`src/rtl/spi_word_serializer_pkg.sv`:
```
// Shared types and constants for the SPI word serializer slice.
// Optional feature macro used elsewhere: SPI_WORD_SERIALIZER_UNDERRUN_EN.
package spi_word_serializer_pkg;

    localparam int unsigned SpiWordWidth = 32;
    localparam int unsigned ClkDivMax    = 255;
    localparam int unsigned ClkDivW      = $clog2(ClkDivMax + 1);

    typedef enum logic [1:0] {
        StIdle,
        StShift,
        StStall,
        StGap
    } spi_ser_state_t;

endpackage

```
`src/rtl/spi_word_serializer_if.sv`:
```
// Word handshake plus SPI pins for one serializer channel.
// SPI_WORD_SERIALIZER_UNDERRUN_EN adds the sticky underrun flag.
interface spi_word_serializer_if
    import spi_word_serializer_pkg::*;
#(
    parameter int unsigned WordWidth = SpiWordWidth
);

    logic [WordWidth-1:0] data;
    logic                 valid;
    logic                 last;
    logic                 ready;
    logic                 sclk;
    logic                 mosi;
    logic                 cs_n;
    logic                 busy;
    logic                 frame_done;
`ifdef SPI_WORD_SERIALIZER_UNDERRUN_EN
    logic                 underrun;

    modport master (
        output data, valid, last,
        input  ready, sclk, mosi, cs_n, busy, frame_done, underrun
    );

    modport slave (
        input  data, valid, last,
        output ready, sclk, mosi, cs_n, busy, frame_done, underrun
    );
`else
    modport master (
        output data, valid, last,
        input  ready, sclk, mosi, cs_n, busy, frame_done
    );

    modport slave (
        input  data, valid, last,
        output ready, sclk, mosi, cs_n, busy, frame_done
    );
`endif

endinterface

```
`src/rtl/spi_word_serializer_clk_divider.sv`:
```
// SCLK phase counter: ClkDiv cycles per half period, rise/fall strobes at the
// end of the low/high half; load restarts a fresh low half.
module spi_word_serializer_clk_divider
    import spi_word_serializer_pkg::*;
#(
    parameter int unsigned ClkDiv = 2
) (
    input  logic clk,
    input  logic rst,
    input  logic load,
    input  logic en,
    output logic rise,
    output logic fall
);

    localparam logic [ClkDivW-1:0] CntMax = ClkDivW'(ClkDiv - 1);

    logic [ClkDivW-1:0] cnt_q, cnt_d;
    logic               phase_q, phase_d;
    logic               tick;

    assign tick = en && (cnt_q == CntMax);
    assign rise = tick && !phase_q;
    assign fall = tick && phase_q;

    always_comb begin
        cnt_d   = cnt_q;
        phase_d = phase_q;
        if (load) begin
            cnt_d   = '0;
            phase_d = 1'b0;
        end else if (tick) begin
            cnt_d   = '0;
            phase_d = !phase_q;
        end else if (en) begin
            cnt_d = cnt_q + ClkDivW'(1);
        end
    end

    always_ff @(posedge clk) begin
        if (rst) begin
            cnt_q   <= '0;
            phase_q <= 1'b0;
        end else begin
            cnt_q   <= cnt_d;
            phase_q <= phase_d;
        end
    end

endmodule

```
`src/rtl/spi_word_serializer.sv`:
```
// Serializes handshaked words MSB-first as SPI mode 0 frames with a CS gap.
// Define SPI_WORD_SERIALIZER_UNDERRUN_EN to add the sticky underrun output.
module spi_word_serializer
    import spi_word_serializer_pkg::*;
#(
    parameter int unsigned WordWidth = SpiWordWidth,
    parameter int unsigned ClkDiv    = 2,
    parameter int unsigned CsGap     = 4
) (
    input logic                  clk,
    input logic                  rst,
    spi_word_serializer_if.slave bus
);

    localparam int unsigned BitW = $clog2(WordWidth);
    localparam int unsigned GapW = (CsGap > 1) ? $clog2(CsGap) : 1;

    spi_ser_state_t       state_q, state_d;
    logic                 hold_valid_q, hold_valid_d;
    logic [WordWidth-1:0] hold_data_q;
    logic                 hold_last_q;
    logic                 ready_q;
    logic [WordWidth-1:0] shift_q, shift_d;
    logic [BitW-1:0]      bit_cnt_q, bit_cnt_d;
    logic                 cur_last_q, cur_last_d;
    logic [GapW-1:0]      gap_cnt_q, gap_cnt_d;
    logic                 frame_done_q, frame_done_d;
    logic                 sclk_q, sclk_d;
    logic                 accept, drain;
    logic                 div_load, div_en, div_rise, div_fall;

    assign accept       = bus.valid && ready_q;
    assign hold_valid_d = accept || (hold_valid_q && !drain);
    assign div_en       = (state_q == StShift);

    spi_word_serializer_clk_divider #(
        .ClkDiv(ClkDiv)
    ) u_clk_divider (
        .clk (clk),
        .rst (rst),
        .load(div_load),
        .en  (div_en),
        .rise(div_rise),
        .fall(div_fall)
    );

    always_comb begin
        state_d      = state_q;
        shift_d      = shift_q;
        bit_cnt_d    = bit_cnt_q;
        cur_last_d   = cur_last_q;
        gap_cnt_d    = gap_cnt_q;
        frame_done_d = 1'b0;
        sclk_d       = sclk_q;
        drain        = 1'b0;
        div_load     = 1'b0;

        unique case (state_q)
            StIdle: drain = hold_valid_q;
            StShift: begin
                if (div_rise) begin
                    sclk_d = 1'b1;
                end
                // Bit 0 is never shifted out so MOSI keeps it through a stall.
                if (div_fall) begin
                    sclk_d = 1'b0;
                    if (bit_cnt_q != '0) begin
                        shift_d   = {shift_q[WordWidth-2:0], 1'b0};
                        bit_cnt_d = bit_cnt_q - BitW'(1);
                    end else if (cur_last_q) begin
                        state_d      = StGap;
                        gap_cnt_d    = '0;
                        frame_done_d = 1'b1;
                    end else if (hold_valid_q) begin
                        drain = 1'b1;
                    end else begin
                        state_d = StStall;
                    end
                end
            end
            StStall: drain = hold_valid_q;
            StGap: begin
                if (gap_cnt_q == GapW'(CsGap - 1)) begin
                    state_d = StIdle;
                end else begin
                    gap_cnt_d = gap_cnt_q + GapW'(1);
                end
            end
            default: state_d = StIdle;
        endcase

        if (drain) begin
            state_d    = StShift;
            shift_d    = hold_data_q;
            bit_cnt_d  = BitW'(WordWidth - 1);
            cur_last_d = hold_last_q;
            sclk_d     = 1'b0;
            div_load   = 1'b1;
        end
    end

    always_ff @(posedge clk) begin
        if (rst) begin
            state_q      <= StIdle;
            hold_valid_q <= 1'b0;
            hold_data_q  <= '0;
            hold_last_q  <= 1'b0;
            ready_q      <= 1'b0;
            shift_q      <= '0;
            bit_cnt_q    <= '0;
            cur_last_q   <= 1'b0;
            gap_cnt_q    <= '0;
            frame_done_q <= 1'b0;
            sclk_q       <= 1'b0;
        end else begin
            state_q      <= state_d;
            hold_valid_q <= hold_valid_d;
            ready_q      <= !hold_valid_d;
            shift_q      <= shift_d;
            bit_cnt_q    <= bit_cnt_d;
            cur_last_q   <= cur_last_d;
            gap_cnt_q    <= gap_cnt_d;
            frame_done_q <= frame_done_d;
            sclk_q       <= sclk_d;
            if (accept) begin
                hold_data_q <= bus.data;
                hold_last_q <= bus.last;
            end
        end
    end

`ifdef SPI_WORD_SERIALIZER_UNDERRUN_EN
    logic underrun_q;

    always_ff @(posedge clk) begin
        if (rst) begin
            underrun_q <= 1'b0;
        end else if (state_d == StStall && state_q != StStall) begin
            underrun_q <= 1'b1;
        end
    end

    assign bus.underrun = underrun_q;
`endif

    assign bus.ready      = ready_q;
    assign bus.sclk       = sclk_q;
    assign bus.mosi       = shift_q[WordWidth-1];
    assign bus.cs_n       = !(state_q == StShift || state_q == StStall);
    assign bus.busy       = (state_q != StIdle);
    assign bus.frame_done = frame_done_q;

endmodule

```
`src/flat_wrapper.sv`:
```
// flat-port wrapper written by rule: the top's interface ports become plain ports
module spi_word_serializer_flat import spi_word_serializer_pkg::*;
#(
    parameter int unsigned WordWidth = SpiWordWidth,
    parameter int unsigned ClkDiv    = 2,
    parameter int unsigned CsGap     = 4
)
  (clk, rst, bus_data, bus_valid, bus_last, bus_ready, bus_sclk, bus_mosi, bus_cs_n, bus_busy, bus_frame_done);
  spi_word_serializer_if #(.WordWidth(WordWidth)) bus_i ();
  input logic clk;
  input logic rst;
  input wire logic [$bits(bus_i.data)-1:0] bus_data;
  input wire logic [$bits(bus_i.valid)-1:0] bus_valid;
  input wire logic [$bits(bus_i.last)-1:0] bus_last;
  output wire logic [$bits(bus_i.ready)-1:0] bus_ready;
  output wire logic [$bits(bus_i.sclk)-1:0] bus_sclk;
  output wire logic [$bits(bus_i.mosi)-1:0] bus_mosi;
  output wire logic [$bits(bus_i.cs_n)-1:0] bus_cs_n;
  output wire logic [$bits(bus_i.busy)-1:0] bus_busy;
  output wire logic [$bits(bus_i.frame_done)-1:0] bus_frame_done;
  assign bus_i.data = bus_data;
  assign bus_i.valid = bus_valid;
  assign bus_i.last = bus_last;
  assign bus_ready = bus_i.ready;
  assign bus_sclk = bus_i.sclk;
  assign bus_mosi = bus_i.mosi;
  assign bus_cs_n = bus_i.cs_n;
  assign bus_busy = bus_i.busy;
  assign bus_frame_done = bus_i.frame_done;
  spi_word_serializer #(.WordWidth(WordWidth), .ClkDiv(ClkDiv), .CsGap(CsGap)) u_core (.clk(clk), .rst(rst), .bus(bus_i));
endmodule
```
`config.mk`:
```
export PLATFORM = sky130hd
export DESIGN_NAME = spi_word_serializer_flat
export DESIGN_NICKNAME = d
export VERILOG_FILES = /design/src/rtl/spi_word_serializer_pkg.sv /design/src/rtl/spi_word_serializer_if.sv /design/src/rtl/spi_word_serializer_clk_divider.sv /design/src/rtl/spi_word_serializer.sv /design/src/flat_wrapper.sv
export SDC_FILE = /design/constraint.sdc
export NUM_CORES = 1
export LEC_CHECK = 0
export CAP_MARGIN = 20
export CORE_MARGIN = 8
export CORE_UTILIZATION = 35
export CTS_CLUSTER_SIZE = 16
export DETAILED_ROUTE_END_ITERATION = 12
export GPL_TIMING_DRIVEN = 0
export PLACE_DENSITY = 0.58
export SYNTH_ARGS = -nofsm -noshare
export SYNTH_HDL_FRONTEND = slang
export SYNTH_SLANG_ARGS = --single-unit
export TNS_END_PERCENT = 30
```
`constraint.sdc`:
```
create_clock -name clk -period 5.9 [get_ports clk]
set_input_delay 1.475 -clock clk [delete_from_list [all_inputs] [get_ports clk]]
set_output_delay 1.475 -clock clk [all_outputs]
set_load 0.01 [all_outputs]
```
==> notes.md, run 1 <==
The flow run is done. Initial core utilization landed at 36.14%. The post-CTS hold buffer count recorded in the log is 0. Data on the critical path is required at its endpoint by 4430 ps. Cells with a size suffix above 1 make up 5.780% of the layout. Number of antenna cells inserted landed at 0. Number of warnings in the stage logs landed at 31. Wire segments on met3 add up to 312 um in the final route. Highest clock frequency the design can meet landed at 0.3137 GHz. In this run the VDD rail shows a maximum IR drop of 0.1022 mV. Largest net degree at the start of global routing landed at 16. H-tree depth landed at 3. Number of synthesized flops with an enable pin landed at 0. Worst slew slack as a fraction of its limit landed at 61.85%. Total length of routed wires landed at 8.766 mm. Yosys reports a chip area of 3731 um^2.

The first global-routing pass estimated 15.17 mm of wire. Synthesis inferred 88 register bits. Post-cts sizing count landed at 0. Largest buffer count on any clock path landed at 2. STA classifies the critical path startpoint as a register. For this design the top-level I/O count stands at 42.

Part of the cycle the worst path needs landed at 54.03%. The vertical die dimension reported for this design is 119.3 um. Yosys warning tally landed at 0. The worst setup path is of the reg2out kind.

The tree is rooted in a sky130_fd_sc_hd__clkbuf_8. Quantity of I/O buffers inserted on ports landed at 40. Cell depth of the worst hold path landed at 2. Fraction of synthesis flops using an asynchronous set or reset pin landed at 0%. In this run the layout overhead on the synthesized area is reported as 20.79%.

In the detailed route, the total length drawn on met2 is 3.897 mm. According to the hold report, the worst path is of the reg2reg type. The number of setup buffers added after CTS is 0. Buffers inserted during clock tree synthesis total 9. Placed wire-length estimate after detailed placement landed at 6.296 mm. After floorplanning, the die was sized to cover 14220 um^2.

Routed length per placed instance landed at 13.38 um. Via count of the first global-routing pass landed at 3201. Along the worst path, the maximum fanout reaches 5. The final timing report lists a hold violation count of 0. Starting DRC count in detailed routing landed at 129. After floorplanning, the core was sized to cover 10320 um^2. The tree built by TritonCTS fans out to 88 sinks. The worst register-to-register path has a depth of 8. In the synthesized netlist, the cells that appear most often are 110 x sky130_fd_sc_hd__nand2_1, 88 x sky130_fd_sc_hd__dfxtp_1, 75 x sky130_fd_sc_hd__a21oi_1. Clock latency at the later pin of the worst-skew pair landed at 360 ps.

Per the synthesis report, the dominant area consumer among library cells is sky130_fd_sc_hd__dfxtp_1. Layout net count landed at 559. According to the timing report, the critical path is captured at bus_cs_n. For the pin with the worst max-slew slack, the measured transition is 568.0 ps. The area taken by sequential standard cells is reported as 1762 um^2. Power per cell area landed at 276.9 nW/um^2. Detail-routed via count per cell landed at 4.843. For this run, the leading register cell type out of synthesis is sky130_fd_sc_hd__dfxtp_1. The gate-level netlist out of Yosys references 36 unique cell types. Setup repair after global routing left no endpoint under its margin. Synthesis produced 463 cells.

Signal routing reaches up to met4. Total global-route track usage landed at 12.92%. Number of placement rows landed at 37.

Width of the die landed at 119.3 um. The run finished with clean final reports. The analysis attributes to cell leakage a power of 1.591 nW. In the final layout, the multi-input gates occupy 1803 um^2.

Worst clock skew on the final layout landed at 11.17 ps. For the worst min-delay path, the startpoint reported by OpenROAD is u_core.hold_data_q[9]. Number of vias in the routed layout landed at 3172. The number of maximum-capacitance violations recorded for the run is 0. STA classifies the critical path endpoint as an output pin. Synthesis produced a netlist with a net count of 508.

Final tally of max-slew violations landed at 0. STA lists the endpoint of the worst register-to-register path as u_core.u_clk_divider.cnt_q[5]. Total of endpoints with negative setup slack in the final report landed at 0. Remaining design rule violation count landed at 0.

The worst register-to-register path begins at u_core.state_q[1]. Per the synthesis report, the single largest cell type by area occupies 47.22% of cell area. Global placer's final weighted congestion landed at 0.7601.

Per the GRT congestion report, total overflow comes to 0. Minimum setup slack among reg-to-reg paths landed at 3170 ps. Post-route met1 wirelength landed at 4.406 mm. Sorting the synthesis cell report by count puts at the top sky130_fd_sc_hd__nand2_1.

Nets still carrying antenna violations after routing amount to 0. Post-layout instance count excluding filler cells landed at 655. OpenSTA lists the critical path startpoint as u_core.state_q[1]. The final layout reports a setup TNS of 0 ps. Averaged over all synthesized cells, the footprint is 8.058 um^2. Yosys stat counts 463 cells in the synthesized netlist.

Portion of the post-synthesis area used by sequential elements landed at 47.22%. Data arrives at the worst endpoint at 1710 ps. Fill cell total of the finished layout landed at 1052. Length of the first detailed-routing pass in iterations landed at 4. STA shows the worst min-delay path finishing at u_core.hold_data_q[9].

The cell area that synthesis handed to floorplanning was 3731 um^2. By area the synthesized netlist is led by sky130_fd_sc_hd__dfxtp_1 47%, sky130_fd_sc_hd__nand2_1 11%, sky130_fd_sc_hd__a21oi_1 10%. Cell count after placement landed at 639.

Counting I/O delays and the setup requirement, the final critical path takes 3188 ps. Initial antenna violation count landed at 0. TritonCTS built the clock tree.

Clock-pin slew on the worst setup and hold paths landed at 90 ps.
[run 1: area by class of cell]
type	instances	share of cell area (%)
Clock buffer	11	3.137
Clock inverter	5	1.416
Sequential cell	88	39.09
Inverter	9	0.7496
Tap cell	136	3.776
Multi-Input combinational cell	333	40.01
Buffer	33	2.943
Timing Repair Buffer	40	8.884
[run 1: flip-flops by register name, indices dropped and copies added, names as in the netlist]
register                      count
u_core.cur_last_q                 1
u_core.u_clk_divider.phase_q      1
u_core.bit_cnt_q                  5
u_core.shift_q                   32
u_core.bus.sclk                   1
u_core.state_q                    2
u_core.hold_valid_q               1
u_core.bus.frame_done             1
u_core.hold_last_q                1
u_core.u_clk_divider.cnt_q        8
u_core.bus.ready                  1
u_core.gap_cnt_q                  2
u_core.hold_data_q               32
[run 1: cells in the final DEF (no fill, tap or decap), types with 4 or more instances in the layout]
cell,Yosys,layout
sky130_fd_sc_hd__nand2_1,110,110
sky130_fd_sc_hd__dfxtp_1,88,88
sky130_fd_sc_hd__a21oi_1,75,75
sky130_fd_sc_hd__nor2_1,48,48
sky130_fd_sc_hd__clkdlybuf4s50_1,0,40
sky130_fd_sc_hd__a211oi_1,32,32
sky130_fd_sc_hd__clkbuf_1,26,27
sky130_fd_sc_hd__clkbuf_8,0,10
sky130_fd_sc_hd__inv_1,9,9
sky130_fd_sc_hd__ha_1,9,9
sky130_fd_sc_hd__buf_2,7,7
sky130_fd_sc_hd__nand4_1,6,6
sky130_fd_sc_hd__o21ai_0,6,6
sky130_fd_sc_hd__xor2_1,6,6
sky130_fd_sc_hd__a311oi_1,4,4
sky130_fd_sc_hd__nand3_1,4,4
sky130_fd_sc_hd__xnor2_1,4,4
[run 1: routing by layer]
metal	up-vias	GRT usage (%)
met5	-	0
met1	1437	16.79
met4	0	5.455
li1	1677	-
met2	47	20.13
met3	11	2.976
[run 1: critical path, cell delays in order, from the launching register on]
cell                              delay, ps
sky130_fd_sc_hd__dfxtp_1                410
sky130_fd_sc_hd__inv_1                   90
sky130_fd_sc_hd__ha_1                   280
sky130_fd_sc_hd__inv_1                   50
sky130_fd_sc_hd__clkdlybuf4s50_1        520
[run 1: report_power, final]
group / switching, mW / internal [mW] / leakage, nW
clock: 0.225 / 0.211 / 0.101
combinational: 0.0859 / 0.0721 / 0.773
sequential: 0.0235 / 0.630 / 0.717
[run 1: kinds of logic after synthesis]
family / count (synthesis) / synth area share (%)
buffers and inverters: 42 / 4.460
XOR/XNOR: 10 / 2.347
AND/OR/NAND/NOR: 191 / 23.11
AND-OR/OR-AND: 123 / 19.85
flip-flops: 88 / 47.22
adder cells (fa/ha/maj): 9 / 3.018
[run 1: stage by stage]
stage | hold slack, ps | area, um^2 | worst slack, ps | power (mW) | utilization, %
after floorplan | 432.1 | 3731 | 3457 | 0.7647 | -
after CTS | 460.5 | 4507 | 2696 | 1.259 | 43.66
final | 459.1 | 4507 | 2712 | 1.248 | 43.66
after global routing | 475.0 | 4507 | 2650 | 1.310 | 43.66
after global placement | 444.7 | 4302 | 2773 | 0.8223 | 41.67
after detailed placement | 447.2 | 4302 | 2739 | 0.8257 | 41.67
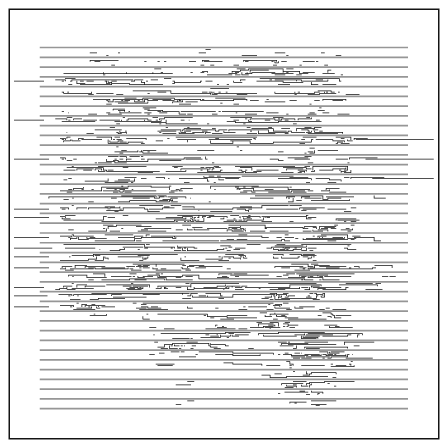
**Above:** run 1 (signal wires on met1).
Supply wires on this layer in gray.
nets with wire on the layer: 520
share of all routed wire: 50%

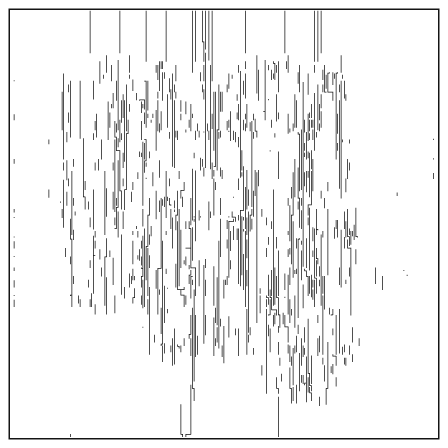
**Above:** run 1 (signal wires on met2).
share of all routed wire: 44%
nets with wire on the layer: 406
main direction: vertical
longest straight run: 51.3 um
wire length on this layer: 3900 um

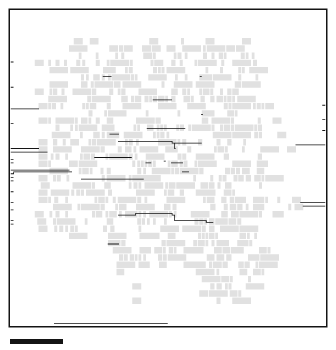
**Above:** run 1 (metal 3).
Bar = 20 um.
nets with wire on the layer: 32
longest straight run: 42.6 um
wire length on this layer: 313 um
share of all routed wire: 3.6%
main direction: horizontal

--- run 2 (diff from run 1) ---
==> constraint.sdc (replaced) <==
create_clock -name clk -period 3.2 [get_ports clk]
set_input_delay 0.8 -clock clk [delete_from_list [all_inputs] [get_ports clk]]
set_output_delay 0.8 -clock clk [all_outputs]
set_load 0.01 [all_outputs]
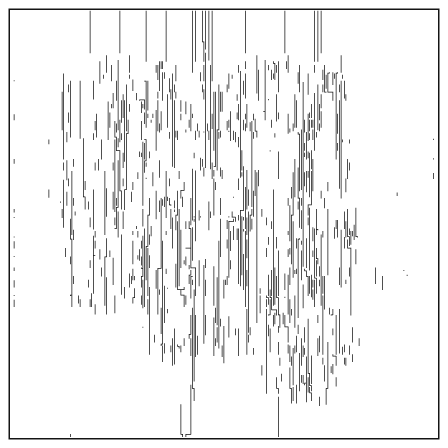
**Above:** run 2 (signal wires on met2).
nets with wire on the layer: 406
share of all routed wire: 44%
main direction: vertical
wire length on this layer: 3900 um
longest straight run: 51.3 um

==> run 2 against run 1 <==
Total power increased by 84%. Core utilization is the same. Combinational power is 84% higher. Design area is the same. Highest routed layer unchanged. Sequential cell count stayed put. Non-clock buffer count is the same. Register-to-register slack got worse by 2700 ps. Clock power grew 85%. Worst hold slack is the same. Area after synthesis did not move. Largest cell class unchanged. Sequential share of layout area did not move. First-iteration DRC count stayed put.
==> notes.md, run 2 <==
The flow run is done. The area fraction in full adders, half adders and majority gates came to 3.018% (unchanged). The vertical die size is 119.3 um (unchanged). The number of failing hold endpoints at the final stage is 0 (unchanged). Final tally of max-slew violations landed at 0 (unchanged). The H-tree depth is 3 (unchanged).

Number of cells on the worst reg-to-reg path landed at 8 (unchanged). Number of buffers created by CTS landed at 9 (unchanged). The worst setup path startpoint is u_core.state_q[1] (unchanged). Cell count after placement landed at 639 (unchanged). The share of post-route cells with drive strength above 1 came to 5.780% (unchanged). Largest buffer count on any clock path landed at 2 (unchanged).

Global-route wire length before repair landed at 15.17 mm (unchanged). The count of hold-fix buffers inserted at cts was 0 (unchanged). The critical path data required time came to 3440 ps (was 4430 ps). The clock tree from TritonCTS is done (unchanged). Largest regs: u_core.hold_data_q: 32 flops, u_core.shift_q: 32 flops, u_core.u_clk_divider.cnt_q: 8 flops (unchanged). The initial core utilization came to 36.14% (unchanged). Highest clock frequency the design can meet landed at 0.3666 GHz. Global placer's final weighted congestion landed at 0.7601 (unchanged). Post-CTS repair timing setup buffer count landed at 0 (unchanged). Leading post-synthesis cells by instance count: 110 x sky130_fd_sc_hd__nand2_1, 88 x sky130_fd_sc_hd__dfxtp_1, 75 x sky130_fd_sc_hd__a21oi_1 (unchanged). The largest fanout of any net on the critical path is 9 (was 5). Post-synthesis mux area share landed at 0% (unchanged). Count of maximum capacitance violations landed at 0 (unchanged). Slew at the pin with the worst max-slew slack landed at 568.0 ps (unchanged). The clock sink count came to 88 (unchanged). The synthesized area per cell came to 8.058 um^2 (unchanged). Unrepaired setup endpoints after global routing: false (unchanged). Area growth from synthesis to layout landed at 20.79% (unchanged).

Number of vias in the routed layout landed at 3172 (unchanged). Endpoint arrival time on the critical path landed at 2970 ps (was 1710 ps). Fraction of synthesis flops using an asynchronous set or reset pin landed at 0% (unchanged). Area of the chip landed at 14220 um^2 (unchanged). The sequential group share of total power came to 52.4% (about the same). Clock share of power landed at 35.0% (about the same). The total length of routed wires is 8.766 mm (unchanged).

Via count of the first global-routing pass landed at 3201 (unchanged). The worst path uses 85.25% of the clock period. The biggest combinational cell group after synthesis is simple AND/OR/NAND/NOR gates (unchanged). The end of the worst register-to-register path is u_core.u_clk_divider.cnt_q[5] (unchanged). Number of synthesized flops with an enable pin landed at 0 (unchanged).

The boundary pin count is 42 (unchanged). Number of instances in the synthesized netlist landed at 463 (unchanged). Total cell area reported by yosys after synthesis landed at 3731 um^2 (unchanged).

Layout net count landed at 559 (unchanged). Post-cts sizing count landed at 0 (unchanged). The setup TNS came to 0 ps (unchanged). Combinational cell fraction of total power landed at 12.7% (about the same).

The reg-to-reg startpoint is u_core.state_q[1] (unchanged). Commonest non-fill, non-tap cells in the layout: 110 x sky130_fd_sc_hd__nand2_1, 88 x sky130_fd_sc_hd__dfxtp_1, 75 x sky130_fd_sc_hd__a21oi_1 (unchanged). Unique cell type count in the Yosys netlist landed at 36 (unchanged).

The critical path start-end classification is reg2reg (was reg2out). The quantity of I/O buffers inserted on ports is 40 (unchanged). The yosys warning tally is 0 (unchanged). Width of the die landed at 119.3 um (unchanged). After layout, the minimum clock period comes to 2728 ps. Outcome: finished, final reports clean (unchanged). Detail-routed via count per cell landed at 4.843 (unchanged). The number of storage elements in the synthesis netlist is 88 (unchanged). Switching power landed at 0.6166 mW (was 0.3344 mW). The number of cells in the yosys synthesis report is 463 (unchanged).

Power per cell area landed at 510.5 nW/um^2 (was 276.9 nW/um^2). The number of warnings in the stage logs came to 31 (unchanged). Fraction of synthesized cell area taken by the top area cell type landed at 47.22% (unchanged). The placed wire-length estimate after detailed placement was 6.296 mm (unchanged). Remaining antenna violation count after routing landed at 0 (unchanged). Post-synthesis instance area landed at 3731 um^2 (unchanged). The total grt overflow is 0 (unchanged). The area share of and/or/nand/nor cells after synthesis is 23.11% (unchanged).

The area of the core was 10320 um^2 (unchanged). Remaining design rule violation count landed at 0 (unchanged). The primary flip-flop cell chosen by synthesis mapping is sky130_fd_sc_hd__dfxtp_1 (unchanged). The tightest hold margin came to 459.1 ps (unchanged). The startpoint class of the critical path is a register (unchanged). AND-OR/OR-AND share of the synthesized area landed at 19.85% (unchanged). The worst slew slack as a fraction of its limit was 61.85% (unchanged).

The net count after synthesis was 508 (unchanged). The starting DRC count in detailed routing is 129 (unchanged). The most instantiated logic cell after routing is sky130_fd_sc_hd__nand2_1 (unchanged).

The number of antenna cells inserted is 0 (unchanged). The worst min-delay path class was reg2reg (unchanged). The endpoint class of the critical path is a register (was output pin). The leakage power total is 1.591 nW (unchanged). The total of endpoints with negative setup slack in the final report came to 0 (unchanged). Largest net degree at the start of global routing landed at 16 (unchanged). The worst clock skew on the final layout was 11.17 ps (unchanged).

Clock-pin slew on the worst setup and hold paths landed at 90 ps (about the same). The clock latency at the later pin of the worst-skew pair was 360 ps (about the same). The internal power of the cells is 1.684 mW (was 0.9134 mW). The minimum setup slack among reg-to-reg paths came to 470 ps (was 3170 ps). Length of the first detailed-routing pass in iterations landed at 4 (unchanged). The post-layout instance count excluding filler cells was 655 (unchanged). Number of placement rows landed at 37 (unchanged). The termination of the worst setup path is u_core.u_clk_divider.cnt_q[5] (was bus_cs_n). Initial antenna violation count landed at 0 (unchanged). The most used standard cell by instance count after synthesis is sky130_fd_sc_hd__nand2_1 (unchanged). Portion of the post-synthesis area used by sequential elements landed at 47.22% (unchanged). The share of total power consumed by net switching is 26.80% (about the same). The cell type with the highest aggregate area in the netlist was sky130_fd_sc_hd__dfxtp_1 (unchanged). The routed length per placed instance was 13.38 um (unchanged). Cell area leaders: sky130_fd_sc_hd__dfxtp_1 47%, sky130_fd_sc_hd__nand2_1 11%, sky130_fd_sc_hd__a21oi_1 10% (unchanged). The clock root buffer master was sky130_fd_sc_hd__clkbuf_8 (unchanged). Area share of xor/xnor cells in the synthesized design landed at 2.347% (unchanged). The total global-route track usage came to 12.92% (unchanged). The peak supply drop came to 0.1885 mV (was 0.1022 mV).
## run 2: cell counts after synthesis
No cell type changed its count.
## run 2: metrics by stage
step	cell area, um^2	setup slack (ps)	power (mW)	util, %
2_1_floorplan	3731	943.2	1.410	-
3_5_place_dp	4302	503.6	1.522	41.67
6_report	4507	472.1	2.301	43.66
4_1_cts	4507	468.0	2.322	43.66
5_1_grt	4507	155.6	2.415	43.66
3_3_place_gp	4302	546.3	1.516	41.67
## run 2: cell type report
cell class,instances,area [um^2]
Inverter,9,33.78
Clock buffer,11,141.4
Clock inverter,5,63.81
Tap cell,136,170.2
Timing Repair Buffer,40,400.4
Fill cell,1052,5817
Buffer,33,132.6
Sequential cell,88,1762
Multi-Input combinational cell,333,1803
## run 2: critical path, cell delays in order (launching register included)
cell and delay (ps):
sky130_fd_sc_hd__dfxtp_1 360, sky130_fd_sc_hd__inv_1 90, sky130_fd_sc_hd__ha_1 320, sky130_fd_sc_hd__nor4b_1 380
sky130_fd_sc_hd__nand4_1 340, sky130_fd_sc_hd__o31ai_4 520, sky130_fd_sc_hd__or3_1 180, sky130_fd_sc_hd__clkbuf_1 320
sky130_fd_sc_hd__nor2_1 100
## run 2: cells by family after synthesis
logic type | Yosys count
XOR/XNOR | 10
adder cells (fa/ha/maj) | 9
buffers and inverters | 42
flip-flops | 88
AND/OR/NAND/NOR | 191
AND-OR/OR-AND | 123
## run 2: per-layer routing
layer | wire length, um | global-route usage, % | vias up
met3 | 312 | 2.976 | 11
met1 | 4406 | 16.79 | 1437
met2 | 3897 | 20.13 | 47
met5 | 0 | 0 | -
li1 | - | - | 1677
met4 | 150 | 5.455 | 0
## run 2: worst min path at each step
stage	from	to	slack [ps]	depth (start not counted)
2_1_floorplan	u_core.hold_data_q[0]	u_core.shift_q[0]	430	2
5_1_grt	u_core.hold_data_q[9]	u_core.hold_data_q[9]	470	2
4_1_cts	u_core.hold_data_q[9]	u_core.hold_data_q[9]	460	2
6_report	u_core.hold_data_q[9]	u_core.hold_data_q[9]	460	2
3_5_place_dp	u_core.hold_data_q[9]	u_core.hold_data_q[9]	450	2
3_3_place_gp	u_core.hold_data_q[0]	u_core.shift_q[0]	440	2
## run 2: power groups by stage
stage | clock, mW | sequential (mW) | combinational (mW)
detailed placement | 0 | 1.23 | 0.293
global route | 0.870 | 1.21 | 0.331
finish | 0.805 | 1.20 | 0.291
floorplan | 0 | 1.22 | 0.190
global placement | 0 | 1.23 | 0.289
CTS | 0.822 | 1.20 | 0.295
Power and IR drop assume default switching activity.
